File: config.mk
export PLATFORM = sky130hd
export DESIGN_NAME = fifo_ctrl
export DESIGN_NICKNAME = d
export VERILOG_FILES = /design/src/rtl/fifo_ctrl_pkg.sv /design/src/rtl/fifo_ptr.sv /design/src/rtl/fifo_ctrl.sv
export SDC_FILE = /design/constraint.sdc
export NUM_CORES = 1
export LEC_CHECK = 0
export ABC_AREA = 1
export CELL_PAD_IN_SITES_DETAIL_PLACEMENT = 1
export CELL_PAD_IN_SITES_GLOBAL_PLACEMENT = 2
export CORE_ASPECT_RATIO = 0.7
export CORE_MARGIN = 2
export CORE_UTILIZATION = 23
export CTS_CLUSTER_DIAMETER = 80
export DETAILED_ROUTE_END_ITERATION = 10
export PLACE_DENSITY_LB_ADDON = 0.15
export SLEW_MARGIN = 0
export SYNTH_ARGS = -nofsm -noshare
export SYNTH_HDL_FRONTEND = slang
export SYNTH_SLANG_ARGS = --single-unit
File: constraint.sdc
create_clock -name fc_clk -period 1.75 [get_ports fc_clk]
set_input_delay 0.35 -clock fc_clk [delete_from_list [all_inputs] [get_ports fc_clk]]
set_output_delay 0.35 -clock fc_clk [all_outputs]
set_load 0.02 [all_outputs]
File: src/rtl/fifo_ctrl_pkg.sv
// Shared defaults, reset values and occupancy helper for the FIFO pointer/flag controller.
package fifo_ctrl_pkg;

    localparam int unsigned DEF_AW        = 4;
    localparam int unsigned DEF_AFULL_TH  = 12;
    localparam int unsigned DEF_AEMPTY_TH = 4;

    localparam logic [31:0] PTR_RST_VAL = 32'd0;
    localparam logic        OVF_RST_VAL = 1'b0;
    localparam logic        UDF_RST_VAL = 1'b0;

    // Pointers are passed zero-extended; the mask keeps the AW+1-bit modulo wrap.
    function automatic logic [31:0] ptr_occupancy(input logic [31:0] wptr,
                                                  input logic [31:0] rptr,
                                                  input int unsigned aw);
        logic [31:0] mask;
        mask = (32'd1 << (aw + 32'd1)) - 32'd1;
        return (wptr - rptr) & mask;
    endfunction

endpackage

File: src/rtl/fifo_ptr.sv
// Wrapping AW+1-bit pointer register with increment enable and synchronous clear.
module fifo_ptr
    import fifo_ctrl_pkg::*;
#(
    parameter int unsigned W = 5
) (
    input  logic         clk,
    input  logic         rst_n,
    input  logic         srst,
    input  logic         inc,
    output logic [W-1:0] ptr
);

    logic [W-1:0] ptr_r;

    // Pointer state: async reset, flush clear, then wrapping increment.
    always_ff @(posedge clk or negedge rst_n) begin
        if (!rst_n) begin
            ptr_r <= PTR_RST_VAL[W-1:0];
        end else if (srst) begin
            ptr_r <= PTR_RST_VAL[W-1:0];
        end else if (inc) begin
            ptr_r <= ptr_r + {{(W-1){1'b0}}, 1'b1};
        end
    end

    assign ptr = ptr_r;

endmodule

File: src/rtl/fifo_ctrl.sv
// FIFO pointer and flag controller. Optional sticky overflow/underflow flags
// are built when FIFO_ERR_FLAGS_EN is defined.
module fifo_ctrl
    import fifo_ctrl_pkg::*;
#(
    parameter int unsigned AW        = DEF_AW,
    parameter int unsigned AFULL_TH  = DEF_AFULL_TH,
    parameter int unsigned AEMPTY_TH = DEF_AEMPTY_TH
) (
    input  logic          fc_clk,
    input  logic          fc_clear_n,
    input  logic          fc_wr_req,
    input  logic          fc_rd_req,
    input  logic          fc_flush,
    output logic          fc_wr_en,
    output logic [AW-1:0] fc_wr_addr,
    output logic          fc_rd_en,
    output logic [AW-1:0] fc_rd_addr,
    output logic          fc_full,
    output logic          fc_empty,
    output logic          fc_afull,
    output logic          fc_aempty,
`ifdef FIFO_ERR_FLAGS_EN
    output logic          fc_ovf,
    output logic          fc_udf,
`endif
    output logic [AW:0]   fc_count
);

    localparam logic [31:0] AFULL_TH_W  = AFULL_TH;
    localparam logic [31:0] AEMPTY_TH_W = AEMPTY_TH;

    logic [AW:0] wptr_s;
    logic [AW:0] rptr_s;
    logic [31:0] occ_unused_s;
    logic [AW:0] count_s;
    logic        full_s;
    logic        empty_s;
    logic        wr_en_s;
    logic        rd_en_s;

    fifo_ptr #(.W(AW + 1)) u_wptr (
        .clk   (fc_clk),
        .rst_n (fc_clear_n),
        .srst  (fc_flush),
        .inc   (wr_en_s),
        .ptr   (wptr_s)
    );

    fifo_ptr #(.W(AW + 1)) u_rptr (
        .clk   (fc_clk),
        .rst_n (fc_clear_n),
        .srst  (fc_flush),
        .inc   (rd_en_s),
        .ptr   (rptr_s)
    );

    assign occ_unused_s = ptr_occupancy({{(31 - AW){1'b0}}, wptr_s},
                                        {{(31 - AW){1'b0}}, rptr_s}, AW);
    assign count_s      = occ_unused_s[AW:0];
    assign empty_s      = (wptr_s == rptr_s);
    assign full_s       = (wptr_s[AW-1:0] == rptr_s[AW-1:0]) && (wptr_s[AW] != rptr_s[AW]);

    // Accept gating: flush overrides both requesters, full/empty block the respective side.
    always_comb begin
        wr_en_s = 1'b0;
        rd_en_s = 1'b0;
        if (fc_flush) begin
            wr_en_s = 1'b0;
            rd_en_s = 1'b0;
        end else begin
            wr_en_s = fc_wr_req & ~full_s;
            rd_en_s = fc_rd_req & ~empty_s;
        end
    end

    assign fc_wr_en   = wr_en_s;
    assign fc_rd_en   = rd_en_s;
    assign fc_wr_addr = wptr_s[AW-1:0];
    assign fc_rd_addr = rptr_s[AW-1:0];
    assign fc_full    = full_s;
    assign fc_empty   = empty_s;
    assign fc_count   = count_s;
    assign fc_afull   = (count_s >= AFULL_TH_W[AW:0]);
    assign fc_aempty  = (count_s <= AEMPTY_TH_W[AW:0]);

`ifdef FIFO_ERR_FLAGS_EN
    logic ovf_r;
    logic udf_r;

    // Sticky error flags for dropped requests; flush clears them with the pointers.
    always_ff @(posedge fc_clk or negedge fc_clear_n) begin
        if (!fc_clear_n) begin
            ovf_r <= OVF_RST_VAL;
            udf_r <= UDF_RST_VAL;
        end else if (fc_flush) begin
            ovf_r <= OVF_RST_VAL;
            udf_r <= UDF_RST_VAL;
        end else begin
            ovf_r <= ovf_r | (fc_wr_req & full_s);
            udf_r <= udf_r | (fc_rd_req & empty_s);
        end
    end

    assign fc_ovf = ovf_r;
    assign fc_udf = udf_r;
`endif

endmodule

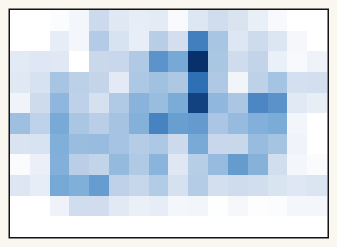
Figure 1: run 1, routed metal per tile.
Drawn at 4 px/µm. The die is cut into 16 by 11 equal tiles; white is low, dark blue is high, scaled to the fullest tile. Values are wire area over tile area, all layers added.
The densest ninth of the die: middle. 18% of the tiles are nearly empty. The emptiest ninth of the die: bottom right.

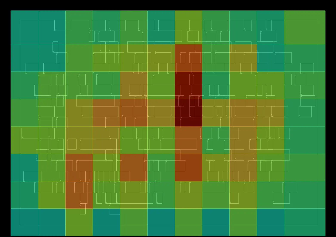
Figure 2: run 1, track usage over the die.
M2 GR Usage: 26.3%
gr usage total: 16.3%
Final Core Density: 42.1%

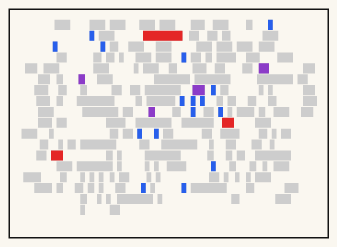
Figure 3: run 1, selected gate families.
Drawn at 4 px/µm.
Red marks xor and xnor cells, cells 3. Purple marks aoi and oai cells, cells 4. Blue marks inv cells, cells 16.

==> impl_metrics.env, run 1 <==
# flow metrics
export IMPL_outcome="finished, violations left"
export IMPL_failed_checks="negative setup slack"
export IMPL_drc=0
export IMPL_maxSlewHeadroom_pct=65.5
export IMPL_yosysUniqueCellTypes=21
export IMPL_first_global_vias=1085
export IMPL_tightest_slew_ns=0.516
export IMPL_final_area_um2=1630
export IMPL_grt_first_pass_wirelength_mm=5.48
export IMPL_grt_overflow_total=0
export IMPL_post_place_ws_ns=-0.742
export IMPL_clk_pin_slew_ns=0.05
export IMPL_async_flop_share_pct=100
export IMPL_place_hpwl_mm=2.48
export IMPL_total_power_w=0.00136
export IMPL_nets=191
export IMPL_hold_viol_final=0
export IMPL_crit_type="flop to primary output"
export IMPL_ir_worst_vdd_v=0.000344
export IMPL_report_final_slew_viol_count=0
export IMPL_cts_tree="built"
export IMPL_wl_per_cell_um=14.1
export IMPL_setup_viol=10
export IMPL_cts_sinks=10
export IMPL_p_per_area_nw_per_um2=836
export IMPL_synth_flops=10
export IMPL_core_area_um2=3870
export IMPL_end_kind="primary output"
export IMPL_critical_path_max_fanout=3
export IMPL_io_pins=24
export IMPL_vias=1011
export IMPL_avgSynthCellArea_um2=7.04
export IMPL_finalWorstSetupSlack_ns=-0.492
export IMPL_topCellsByArea="dfrtp_1 27%, nand2_1 17%, nand3_1 9.8%, ha_1 8.2%, buf_4 6.6%"
export IMPL_yosys_area_top_type_share_pct=27.4
export IMPL_drv_cap=0
export IMPL_ys_chip_area_um2=915
export IMPL_ant_nets=0
export IMPL_worstPathRequired_ns=1.40
export IMPL_clk_path_buf_depth=2
export IMPL_edf_count=0
export IMPL_numPortBuffers=23
export IMPL_root_buffer="clkbuf_8"
export IMPL_gp_congestion=0.749
export IMPL_h_tree_depth=1
export IMPL_path_cells="ha_4, fa_2, nand3b_1, nand2_1, nand2_1, nand2_2, nand2_2, nor2_4, buf_6"
export IMPL_tool_warnings=29
export IMPL_postRouteWirelength_mm=3.25
## run 1: state kept, by name, summed over array words and instances (netlist names)
signal      cells
u_rptr.ptr      5
u_wptr.ptr      5
## run 1: stage by stage
stage / TNS (ns) / hold WS [ns]
6_report: -2.97 / 0.442
5_1_grt: -3.70 / 0.491
4_1_cts: -2.67 / 0.463
3_5_place_dp: -5.42 / 0.642
3_3_place_gp: -5.11 / 0.635
2_1_floorplan: -0.535 / 0.0544
## run 1: where the power goes
group          internal [W]  total (W)  switching, W  leakage (nW)
logic              0.000387   0.000794      0.000407         0.719
clock network      0.000199   0.000311      0.000112        0.0288
registers          0.000244   0.000258     0.0000142         0.136
## run 1: cell type report
class	instances	area (µm²)	share of cell area, %
Multi-Input combinational cell	94	689	42.3
Timing Repair Buffer	54	509	31.2
Clock buffer	4	55.1	3.38
Sequential cell	10	251	15.4
Inverter	16	60.1	3.68
Tap cell	52	65.1	3.99
## run 1: logic make-up (layout without fill, tap and decap cells)
family          count (synthesis)  after routing  synth area share [%]
compound gates                  5              5                  3.28
xor+xnor                        3              3                  2.87
fa+ha+maj                       7              7                  10.4
buf+inv                        26             74                  14.2
flops                          10             10                  27.4
simple gates                   79             79                  41.9
## run 1: repair_timing
item                                   4_1_cts  5_1_grt
endpoints found under the hold margin        0        0
pin swaps                                   13        6
buffers inserted                             5        3
resized                                     91       19
hold buffers                                 0        0
setup endpoints to repair                   14       17
## run 1: critical path: cells and delay by family, from the launching register on
family	cells	cell delay (ns)
and+or+nand+nor	6	0.58
adders and majority gates	2	0.52
DFF	1	0.43
buffers and inverters	1	0.12
## run 1: metal layers
layer  vias to the layer above  share of wire [%]  track usage, %
li1                        498                  -               -
met1                       489                 48            21.6
met2                        19                 48            26.3
met3                         5                3.5            4.50
met4                         0               0.89            3.69
met5                         -                  0               0
## run 1: layout by cell type (no fill, tap or decap), drive strengths merged, types with 4 or more instances in the layout
cell           count
ha                 6
nand2             48
nand4              4
clkbuf             4
inv               16
buf               42
nand3             18
clkdlybuf4s50      6
nor2               8
dfrtp             10
dlygate4sd2        5
## run 1: final timing paths
check	from	to	slack (ns)	cells past startpoint
max in group asynchronous	fc_clear_n	u_rptr.ptr[0]	0.93	1
setup reg to reg	u_wptr.ptr[2]	u_rptr.ptr[4]	0.07	11
min in group fc_clk	u_rptr.ptr[0]	u_rptr.ptr[0]	0.65	2
hold / removal	fc_clear_n	u_wptr.ptr[3]	0.44	1
setup / recovery	u_rptr.ptr[0]	fc_aempty	-0.49	9
hold reg to reg	u_rptr.ptr[0]	u_rptr.ptr[0]	0.65	2
==> run 2, diff against run 1 <==
--- a/config.mk
+++ b/config.mk
@@ -12,9 +12,10 @@
 export CORE_MARGIN = 2
 export CORE_UTILIZATION = 23
 export CTS_CLUSTER_DIAMETER = 80
+export CTS_CLUSTER_SIZE = 16
 export DETAILED_ROUTE_END_ITERATION = 10
 export PLACE_DENSITY_LB_ADDON = 0.15
-export SLEW_MARGIN = 0
+export SLEW_MARGIN = 25
 export SYNTH_ARGS = -nofsm -noshare
 export SYNTH_HDL_FRONTEND = slang
 export SYNTH_SLANG_ARGS = --single-unit
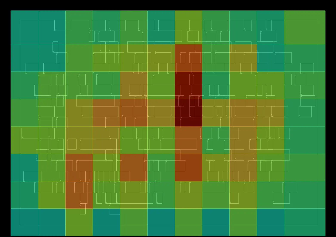
Figure 4: run 2, track usage over the die.
GRT busiest layer: met2
met1 usage: 21.6%
met3 Resource Use GR: 4.50%
post-DR wirelength/cell: 14.1 µm

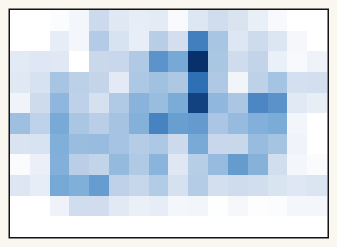
Figure 5: run 2, routed metal per tile.
Drawn at 4 px/µm. The die is cut into 16 by 11 equal tiles; white is low, dark blue is high, scaled to the fullest tile. Values are wire area over tile area, all layers added.
8.0% of the tiles are over half the peak. 18% of the tiles are nearly empty. The emptiest ninth of the die: bottom right. The mean over all tiles is 0.11. The densest ninth of the die: middle. The fullest tile reaches 0.49.

==> run 2 against run 1 <==
- the flow still finishes with violations (negative setup slack)
- sequential cell count did not move
- global-route usage did not move
- first-iteration DRC count did not move
- worst hold slack did not move
- clock power barely moved
- via count did not move
- total power did not move
- clock-buffer cell count did not move
- critical path type unchanged
- critical endpoint unchanged
==> impl_metrics.env, run 2 <==
# flow metrics
export IMPL_crit_type="flop to primary output"
export IMPL_maxSlewHeadroom_pct=65.5
export IMPL_gp_congestion=0.749
export IMPL_cts_sinks=10
export IMPL_tightest_slew_ns=0.516
export IMPL_setup_viol=10
export IMPL_lay_top_count="nand2_1"
export IMPL_root_buffer="clkbuf_8"
export IMPL_grt_overflow_total=0
export IMPL_cts_hold_buf=0
export IMPL_r2r_cells=11
export IMPL_crit_buf_inv=1
export IMPL_drv_cap=0
export IMPL_crit_start="u_rptr.ptr[0]"
export IMPL_topCellsByArea="dfrtp_1 27%, nand2_1 17%, nand3_1 9.8%, ha_1 8.2%, buf_4 6.6%"
export IMPL_place_hpwl_mm=2.48
export IMPL_ys_chip_area_um2=915
export IMPL_h_tree_depth=1
export IMPL_numPortBuffers=23
export IMPL_core_area_um2=3870
export IMPL_cts_tree="built"
export IMPL_tool_warnings=29
export IMPL_drc=0
export IMPL_io_pins=24
export IMPL_grt_first_pass_wirelength_mm=5.48
export IMPL_p_per_area_nw_per_um2=836
export IMPL_nets=191
export IMPL_post_place_ws_ns=-0.742
export IMPL_outcome="finished, violations left"
export IMPL_finalWorstSetupSlack_ns=-0.492
export IMPL_globalRouteMet2Util_pct=26.3
export IMPL_first_global_vias=1085
export IMPL_failed_checks="negative setup slack"
export IMPL_avgSynthCellArea_um2=7.04
export IMPL_timing_rr_start="u_wptr.ptr[2]"
==> run 2: cell counts after synthesis <==
No cell type changed its count.
==> run 2: kinds of logic (layout without fill, tap and decap cells) <==
family / count (synthesis) / count (layout) / share of synthesized area, %
and+or+nand+nor: 79 / 79 / 41.9
buffers and inverters: 26 / 74 / 14.2
DFF: 10 / 10 / 27.4
adders and majority gates: 7 / 7 / 10.4
AOI/OAI and AO/OA: 5 / 5 / 3.28
xor gates and xnor gates: 3 / 3 / 2.87
==> run 2: routing by layer <==
layer	vias up	share of wire (%)	wire length, µm
met5	-	0	0
met4	0	0.89	29
met3	5	3.5	115
met2	19	48	1550
met1	489	48	1560
li1	498	-	-
==> run 2: where the power goes <==
group	internal, W	switching [W]	total [W]
logic	0.000387	0.000407	0.000794
clock network	0.000199	0.000112	0.000311
registers	0.000244	0.0000142	0.000258
==> run 2: through the flow <==
step                cells  instance area [µm²]  TNS (ns)
floorplan             130                  951    -0.535
global placement      220                 1360     -5.11
detailed placement    220                 1360     -5.42
CTS                   229                 1580     -2.67
global route          230                 1630     -3.70
finish                230                 1630     -2.97
==> run 2: worst max-delay path by stage <==
stage | to | cells after the start
final | fc_aempty | 9
after global routing | fc_aempty | 9
after CTS | fc_aempty | 7
after detailed placement | fc_aempty | 9
after global placement | fc_aempty | 9
after floorplan | fc_afull | 6
==> run 2: what timing repair did <==
action	in CTS	in global routing
cloned	0	0
setup buffers	5	3
pin swaps	13	6
gates resized	91	19
setup endpoints to repair	14	17
==> run 2: area by class of cell <==
type,count,area [µm²]
Timing Repair Buffer,54,509
Sequential cell,10,251
Clock buffer,4,55.1
Tap cell,52,65.1
Multi-Input combinational cell,94,689
Fill cell,464,2240
Inverter,16,60.1
Power and IR drop assume default switching activity.
